<file path="config.mk">
export PLATFORM = sky130hd
export DESIGN_NAME = if_stage_flat
export DESIGN_NICKNAME = d
export VERILOG_FILES = /design/src/rtl/if_stage_if.sv /design/src/rtl/if_stage.sv /design/src/flat_wrapper.sv
export SDC_FILE = /design/constraint.sdc
export NUM_CORES = 1
export LEC_CHECK = 0
export CAP_MARGIN = 20
export CELL_PAD_IN_SITES_DETAIL_PLACEMENT = 1
export CELL_PAD_IN_SITES_GLOBAL_PLACEMENT = 1
export CORE_MARGIN = 1
export CORE_UTILIZATION = 41
export CTS_CLUSTER_SIZE = 14
export DETAILED_ROUTE_END_ITERATION = 12
export GPL_TIMING_DRIVEN = 0
export PLACE_DENSITY_LB_ADDON = 0.08
export SLEW_MARGIN = 10
export SYNTH_ARGS = -nofsm -noshare
export SYNTH_HDL_FRONTEND = slang
export SYNTH_SLANG_ARGS = --single-unit
export TNS_END_PERCENT = 100
</file>
<file path="constraint.sdc">
create_clock -name clk -period 4.66 [get_ports clk]
set_input_delay 0.699 -clock clk [delete_from_list [all_inputs] [get_ports clk]]
set_output_delay 0.699 -clock clk [all_outputs]
set_load 0.01 [all_outputs]
</file>
<file path="src/rtl/if_stage_if.sv">
// Instruction-memory req/ack bus between the fetch stage (master) and memory (slave).
// The address is held stable by the master until the transfer completes on req && ack.
interface if_stage_if #(
    parameter int ADDR_W = 30,
    parameter int INSN_W = 32
);
    logic              imem_req;
    logic [ADDR_W-1:0] imem_addr;
    logic              imem_ack;
    logic [INSN_W-1:0] imem_rdata;

    modport master (
        output imem_req,
        output imem_addr,
        input  imem_ack,
        input  imem_rdata
    );

    modport slave (
        input  imem_req,
        input  imem_addr,
        output imem_ack,
        output imem_rdata
    );
endinterface

</file>
<file path="src/rtl/if_stage.sv">
// Instruction fetch: owns the PC, fetches over req/ack and feeds the IF/ID register.
// Latency: ack cycle N -> if_* valid in N+1; one instruction per cycle with zero-wait memory.
// Backpressure: stall during an ack parks the word in a one-entry hold buffer and pauses requests.
module if_stage #(
    parameter int                ADDR_W   = 30,
    parameter int                INSN_W   = 32,
    parameter logic [ADDR_W-1:0] RESET_PC = '0,
    parameter logic [INSN_W-1:0] NOP_INSN = 32'h0000_0013
) (
    input  logic              clk,
    input  logic              reset,
    input  logic              stall,
    input  logic              br_taken,
    input  logic [ADDR_W-1:0] br_addr,
    if_stage_if.master        imem,
    output logic [ADDR_W-1:0] if_pc,
    output logic [INSN_W-1:0] if_insn,
    output logic              if_en
);

    typedef enum logic [1:0] {IDLE, FETCH, HOLD, DROP} state_t;

    state_t            state, state_nx;
    logic [ADDR_W-1:0] fetch_pc, fetch_pc_nx;
    logic [ADDR_W-1:0] redir_pc, redir_pc_nx;
    logic [ADDR_W-1:0] buf_pc, buf_pc_nx;
    logic [INSN_W-1:0] buf_insn, buf_insn_nx;
    logic [ADDR_W-1:0] if_pc_nx;
    logic [INSN_W-1:0] if_insn_nx;
    logic              if_en_nx;
    logic              xfer;

    assign imem.imem_req  = (state == FETCH) || (state == DROP);
    assign imem.imem_addr = fetch_pc;
    assign xfer           = imem.imem_req && imem.imem_ack;

    always_ff @(posedge clk) begin
        if (reset) begin
            state    <= IDLE;
            fetch_pc <= RESET_PC;
            redir_pc <= '0;
            buf_pc   <= '0;
            buf_insn <= '0;
            if_pc    <= '0;
            if_insn  <= NOP_INSN;
            if_en    <= 1'b0;
        end else begin
            state    <= state_nx;
            fetch_pc <= fetch_pc_nx;
            redir_pc <= redir_pc_nx;
            buf_pc   <= buf_pc_nx;
            buf_insn <= buf_insn_nx;
            if_pc    <= if_pc_nx;
            if_insn  <= if_insn_nx;
            if_en    <= if_en_nx;
        end
    end

    always_comb begin
        state_nx    = state;
        fetch_pc_nx = fetch_pc;
        redir_pc_nx = redir_pc;
        buf_pc_nx   = buf_pc;
        buf_insn_nx = buf_insn;
        if_pc_nx    = if_pc;
        if_insn_nx  = if_insn;
        if_en_nx    = if_en;

        if (br_taken) begin
            // A redirect kills whatever is presented, stall or not.
            if_en_nx   = 1'b0;
            if_insn_nx = NOP_INSN;
            case (state)
                FETCH: begin
                    if (xfer) begin
                        fetch_pc_nx = br_addr;
                    end else begin
                        redir_pc_nx = br_addr;
                        state_nx    = DROP;
                    end
                end
                DROP: begin
                    redir_pc_nx = br_addr;
                    if (xfer) begin
                        fetch_pc_nx = br_addr;
                        state_nx    = FETCH;
                    end
                end
                default: begin
                    fetch_pc_nx = br_addr;
                    state_nx    = FETCH;
                end
            endcase
        end else begin
            case (state)
                IDLE: state_nx = FETCH;
                FETCH: begin
                    if (xfer) begin
                        fetch_pc_nx = fetch_pc + ADDR_W'(1);
                        if (stall) begin
                            buf_pc_nx   = fetch_pc;
                            buf_insn_nx = imem.imem_rdata;
                            state_nx    = HOLD;
                        end else begin
                            if_pc_nx   = fetch_pc;
                            if_insn_nx = imem.imem_rdata;
                            if_en_nx   = 1'b1;
                        end
                    end else if (!stall) begin
                        if_en_nx   = 1'b0;
                        if_insn_nx = NOP_INSN;
                    end
                end
                HOLD: begin
                    if (!stall) begin
                        if_pc_nx   = buf_pc;
                        if_insn_nx = buf_insn;
                        if_en_nx   = 1'b1;
                        state_nx   = FETCH;
                    end
                end
                DROP: begin
                    // Data of the abandoned fetch never reaches if_insn.
                    if_en_nx = 1'b0;
                    if (xfer) begin
                        fetch_pc_nx = redir_pc;
                        state_nx    = FETCH;
                    end
                end
                default: state_nx = IDLE;
            endcase
        end
    end

endmodule

</file>
<file path="src/flat_wrapper.sv">
// flat-port wrapper written by rule: the top's interface ports become plain ports
module if_stage_flat 
#(
    parameter int                ADDR_W   = 30,
    parameter int                INSN_W   = 32,
    parameter logic [ADDR_W-1:0] RESET_PC = '0,
    parameter logic [INSN_W-1:0] NOP_INSN = 32'h0000_0013
)
  (clk, reset, stall, br_taken, br_addr, if_pc, if_insn, if_en, imem_imem_req, imem_imem_addr, imem_imem_ack, imem_imem_rdata);
  if_stage_if #(.ADDR_W(ADDR_W), .INSN_W(INSN_W)) imem_i ();
  input  logic clk;
  input  logic reset;
  input  logic stall;
  input  logic br_taken;
  input  logic [ADDR_W-1:0] br_addr;
  output logic [ADDR_W-1:0] if_pc;
  output logic [INSN_W-1:0] if_insn;
  output logic if_en;
  output wire logic [$bits(imem_i.imem_req)-1:0] imem_imem_req;
  output wire logic [$bits(imem_i.imem_addr)-1:0] imem_imem_addr;
  input wire logic [$bits(imem_i.imem_ack)-1:0] imem_imem_ack;
  input wire logic [$bits(imem_i.imem_rdata)-1:0] imem_imem_rdata;
  assign imem_imem_req = imem_i.imem_req;
  assign imem_imem_addr = imem_i.imem_addr;
  assign imem_i.imem_ack = imem_imem_ack;
  assign imem_i.imem_rdata = imem_imem_rdata;
  if_stage #(.ADDR_W(ADDR_W), .INSN_W(INSN_W), .RESET_PC(RESET_PC), .NOP_INSN(NOP_INSN)) u_core (.clk(clk), .reset(reset), .stall(stall), .br_taken(br_taken), .br_addr(br_addr), .imem(imem_i), .if_pc(if_pc), .if_insn(if_insn), .if_en(if_en));
endmodule
</file>
==> impl_results.rst, run 1 <==
Synthesis and place-and-route
=============================

.. list-table::
   :header-rows: 1

   * - Metric
     - Value
   * - Status
     - finished, final reports clean
   * - Leakage power total
     - 3.58 nW
   * - Maximum number of pins on one net before global-route repair
     - 20
   * - Post-layout total power
     - 0.00374 W
   * - Total Wirelength
     - 30300 um
   * - Measured slew at the worst slew-check pin
     - 0.942 ns
   * - Global placer's final weighted congestion
     - 0.873
   * - Synth cell types
     - 64
   * - Total via count after detailed routing
     - 8684
   * - DRC marker count from the first detailed-route iteration
     - 558
   * - Max-slew headroom at the worst pin
     - 0.371
   * - Synthesis area per yosys
     - 8360 um2
   * - Count of maximum capacitance violations
     - 0
   * - Largest fanout of any net on the critical path
     - 10
   * - Required time worst endpoint
     - 5.03 ns
   * - Final design area excluding fillers
     - 10900 um2
   * - Highest routed layer
     - met4
   * - Buffer cell driving the clock tree root
     - sky130_fd_sc_hd__clkbuf_16
   * - Post-synth EDFFs
     - 0
   * - Worst R2R End
     - u_core.imem.imem_addr[14]
   * - Antenna cells
     - 1
   * - Number of cells in the design after placement
     - 1495
   * - Port bufs
     - 158
   * - Share of flip-flops with an asynchronous set or reset after synthesis
     - 0
   * - Final routed wire length divided by cell count
     - 19.8 um
   * - CTS HTree Levels
     - 4
   * - Post CTS Setup Buffer Count
     - 0
   * - Launching element of the worst setup path
     - imem_imem_ack
   * - Mux contribution to synthesized area
     - 0.00599
   * - Top cells by count, synth
     - 275 x sky130_fd_sc_hd__nand2_1, 187 x sky130_fd_sc_hd__dfxtp_1, 118 x sky130_fd_sc_hd__a21oi_1, 97 x sky130_fd_sc_hd__nor2_1, 70 x sky130_fd_sc_hd__clkbuf_1
   * - Global-route layer with the greatest usage
     - met2
   * - Height of the die
     - 145 um
   * - Global route overflow
     - 0
   * - PnR worst setup slack
     - 1.77 ns
   * - Post-synthesis sequential element count
     - 187
   * - Reg-to-reg slack, setup
     - 1.81 ns
   * - Clock edge transition at the registers on the reported setup and hold paths
     - 0.08 ns
   * - RSZ-0062 raised after global routing
     - false
   * - Tap cell instance count
     - 265
   * - Final setup violation count
     - 0
   * - Met3 GRT Util
     - 0.0563
   * - Finished Layout Cells
     - 1528
   * - Arithmetic-cell share of the synthesized area counting full adders, half adders and majority gates
     - 0.00150
   * - Gate Area
     - 4110 um2
   * - Vias in the first global route
     - 8554
   * - Biggest regs
     - u_core.buf_insn: 32 flops, u_core.if_insn: 32 flops
   * - Clock network area share
     - 0.0543
   * - Non-clk invs
     - 6
   * - Area added between synthesis and finish
     - 30.0%
   * - Core Footprint
     - 19700 um2
   * - Most frequently placed logic cell in the final layout
     - sky130_fd_sc_hd__nand2_1
   * - Dominant combinational family
     - simple AND/OR/NAND/NOR gates
   * - Residual DRC
     - 0
   * - FP Util
     - 0.424
   * - Cell type with the largest total area
     - sky130_fd_sc_hd__dfxtp_1
   * - I/O pin cnt
     - 161
   * - Sequential share of cell area
     - 0.345
   * - Timing-limited maximum frequency
     - 346 MHz
   * - Warning count from the yosys run
     - 0
   * - Antenna violations before repair
     - 1
   * - Half-perimeter wire length after detailed placement
     - 21900 um
   * - Area of the mapped netlist
     - 8360 um2
   * - All-Layer GR Usage
     - 0.296
   * - Worst Skew
     - 0.0106 ns
   * - DR vias/cell
     - 5.68
   * - Signal buf overhead
     - 0.190
   * - Non-clock buffer instance count of the final layout
     - 259
   * - Number of cells in Yosys stat
     - 1072
   * - Fraction of area in multi-input gates
     - 0.378
   * - Clock buf count
     - 18
   * - Share of final-layout standard cells stronger than drive strength 1
     - 0.0626
   * - Synth Area in Simple Gates
     - 0.242
   * - Avg Synthesized Cell Area
     - 7.80 um2
   * - Critical Path Source Type
     - input port
   * - TritonCTS Buffers
     - 17
   * - Cell resize tally after clock tree synthesis
     - 0
run 1: critical path: stages:
cell,delay [ns]
sky130_fd_sc_hd__clkdlybuf4s50_1,0.60
sky130_fd_sc_hd__nand2_1,0.30
sky130_fd_sc_hd__nor4b_2,0.86
sky130_fd_sc_hd__clkbuf_1,0.54
sky130_fd_sc_hd__nand2_1,0.12
sky130_fd_sc_hd__a21oi_1,0.14
run 1: report_power, final:
| part | switching [W] | internal, W | leakage, nW |
|---|---|---|---|
| Clock | 0.000740 | 0.000735 | 0.290 |
| Sequential | 0.0000637 | 0.00166 | 1.52 |
| Combinational | 0.000311 | 0.000232 | 1.77 |
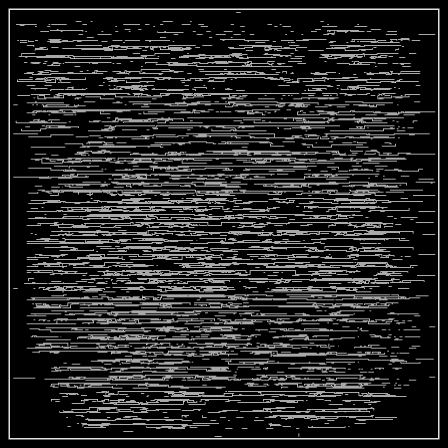
Fig. 1. Signal wires on met1 (run 1).
longest straight run = 62.1 um
share of all routed wire = 47%
main direction = horizontal
wire length on this layer = 14200 um

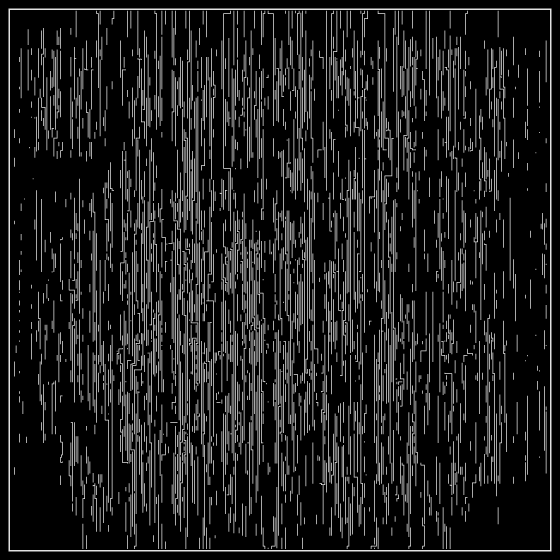
Fig. 2. Met2 routing (run 1).
main direction = vertical
share of all routed wire = 44%
longest straight run = 66.6 um
nets with wire on the layer = 1126
wire length on this layer = 13400 um

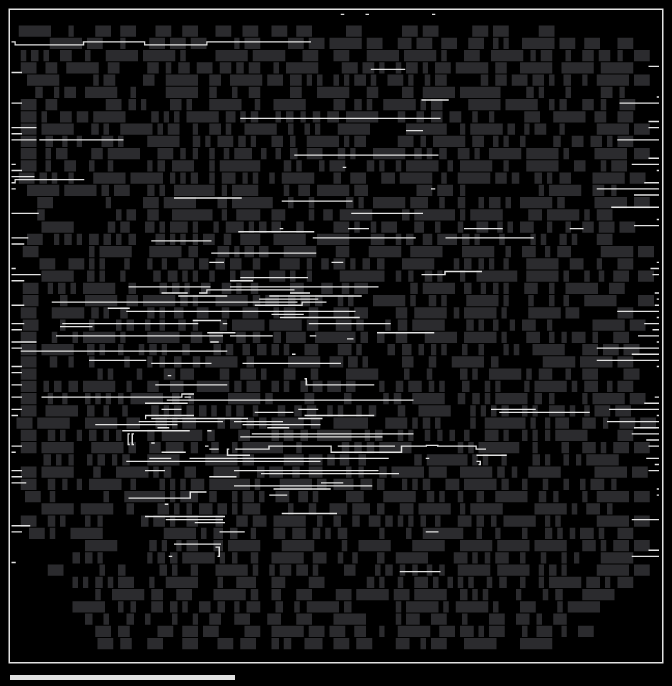
Fig. 3. Metal 3 (run 1).
The bar under the picture is 50 um long.
main direction = horizontal
wire length on this layer = 1960 um
share of all routed wire = 6.5%

--- run 2 (diff from run 1) ---
- CORE_UTILIZATION: 41 -> 34
- clock period: 4.66 -> 2.45 ns (I/O delays scaled with it)
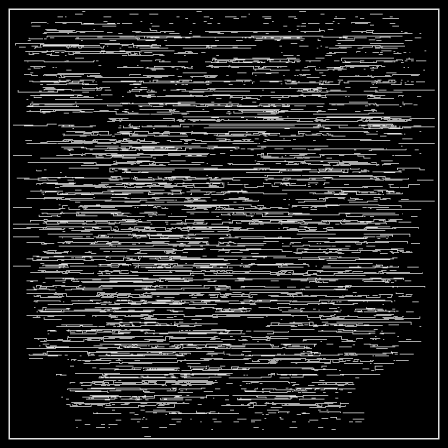
Fig. 4. Signal wires on met1 (run 2).
share of all routed wire = 50%
main direction = horizontal
wire length on this layer = 15400 um
longest straight run = 52.0 um
nets with wire on the layer = 1206

==> run 2 against run 1 <==
Effect of this change: critical path depth stayed put; wire length is 2.0% higher; clock skew is 0.0064 ns higher; non-clock buffer count is 1 higher; synthesized cell count stayed put; sequential share of layout area is 0.57 points lower; cell area is 1.7% higher; count of clock-buffer cells in the layout is 1 lower; critical path type unchanged; highest routed layer unchanged.
==> impl_results.rst, run 2 <==
Synthesis and place-and-route
=============================

.. list-table::
   :header-rows: 1

   * - Metric
     - Value
   * - Timing-limited maximum frequency
     - 436 MHz
   * - Status
     - finished, final reports clean
   * - Residual DRC
     - 0
   * - Final routed wire length divided by cell count
     - 19.5 um
   * - Pwr top
     - sequential cells
   * - Core Footprint
     - 24200 um2
   * - Vias in the first global route
     - 8222
   * - Half-perimeter wire length after detailed placement
     - 22500 um
   * - Stage delay of the slowest cell on the critical path
     - 0.68 ns
   * - Reg power frac
     - 0.441
   * - Logic depth of the worst setup path including buffers
     - 6
   * - Post-synthesis sequential element count
     - 187
   * - Critical Path Source Type
     - input port
   * - All-Layer GR Usage
     - 0.247
   * - Cell-internal power
     - 0.00528 W
   * - Total via count after detailed routing
     - 8500
   * - Family with the most delay on the worst path
     - simple AND/OR/NAND/NOR gates
   * - Clk pwr
     - 0.00311 W
   * - Global placer's final weighted congestion
     - 0.843
   * - Leakage power total
     - 3.64 nW
   * - Total Wirelength
     - 30900 um
   * - Height of the die
     - 159 um
   * - I/O pin cnt
     - 161
   * - Buffer cell driving the clock tree root
     - sky130_fd_sc_hd__clkbuf_16
   * - Count of maximum capacitance violations
     - 0
   * - DR vias/cell
     - 5.36
   * - Synth cell types
     - 64
   * - Number of cells in the design after placement
     - 1554
   * - Synth Area in Simple Gates
     - 0.242
   * - DRC marker count from the first detailed-route iteration
     - 547
   * - Net Sw Frac
     - 0.289
   * - Clock edge transition at the registers on the reported setup and hold paths
     - 0.07 ns
   * - Required time worst endpoint
     - 2.83 ns
   * - Portion of total power attributed to the clock network
     - 0.419
   * - Maximum number of pins on one net before global-route repair
     - 20
   * - Post-synth EDFFs
     - 0
   * - Sequential-cell power consumption
     - 0.00328 W
   * - RSZ-0062 raised after global routing
     - true
   * - Launching element of the worst setup path
     - imem_imem_ack
   * - Measured slew at the worst slew-check pin
     - 0.857 ns
   * - Critical Path, Cell by Cell
     - clkdlybuf4s50_1 > nand2_1 > nor4b_4 > clkbuf_1 > nand2_1 > a21oi_1
run 2: cell count changes in the layout (fill, tap and decap cells not counted), moves of 2 or more:
cell                        before  now
sky130_fd_sc_hd__bufinv_16       0    3
sky130_fd_sc_hd__clkbuf_2        3    8
sky130_fd_sc_hd__dfxtp_1       187  185
sky130_fd_sc_hd__clkbuf_1       70   64
sky130_fd_sc_hd__dfxtp_2         0    2
run 2: final cells by class:
class,instances,area share
clock buffer,17,0.0385
multi-input combinational,778,0.375
timing repair buffer,159,0.145
sequential,187,0.339
inverter,6,0.00204
tap,324,0.0367
buffer,101,0.0442
clock inverter,15,0.0203
run 2: what timing repair did:
item / CTS / global route
gates resized: 3 / 15
setup endpoints to repair: 90 / 54
setup buffers: 0 / 1
pin swaps: 0 / 1
No activity file was given, so power comes from the tool's default toggle rates.
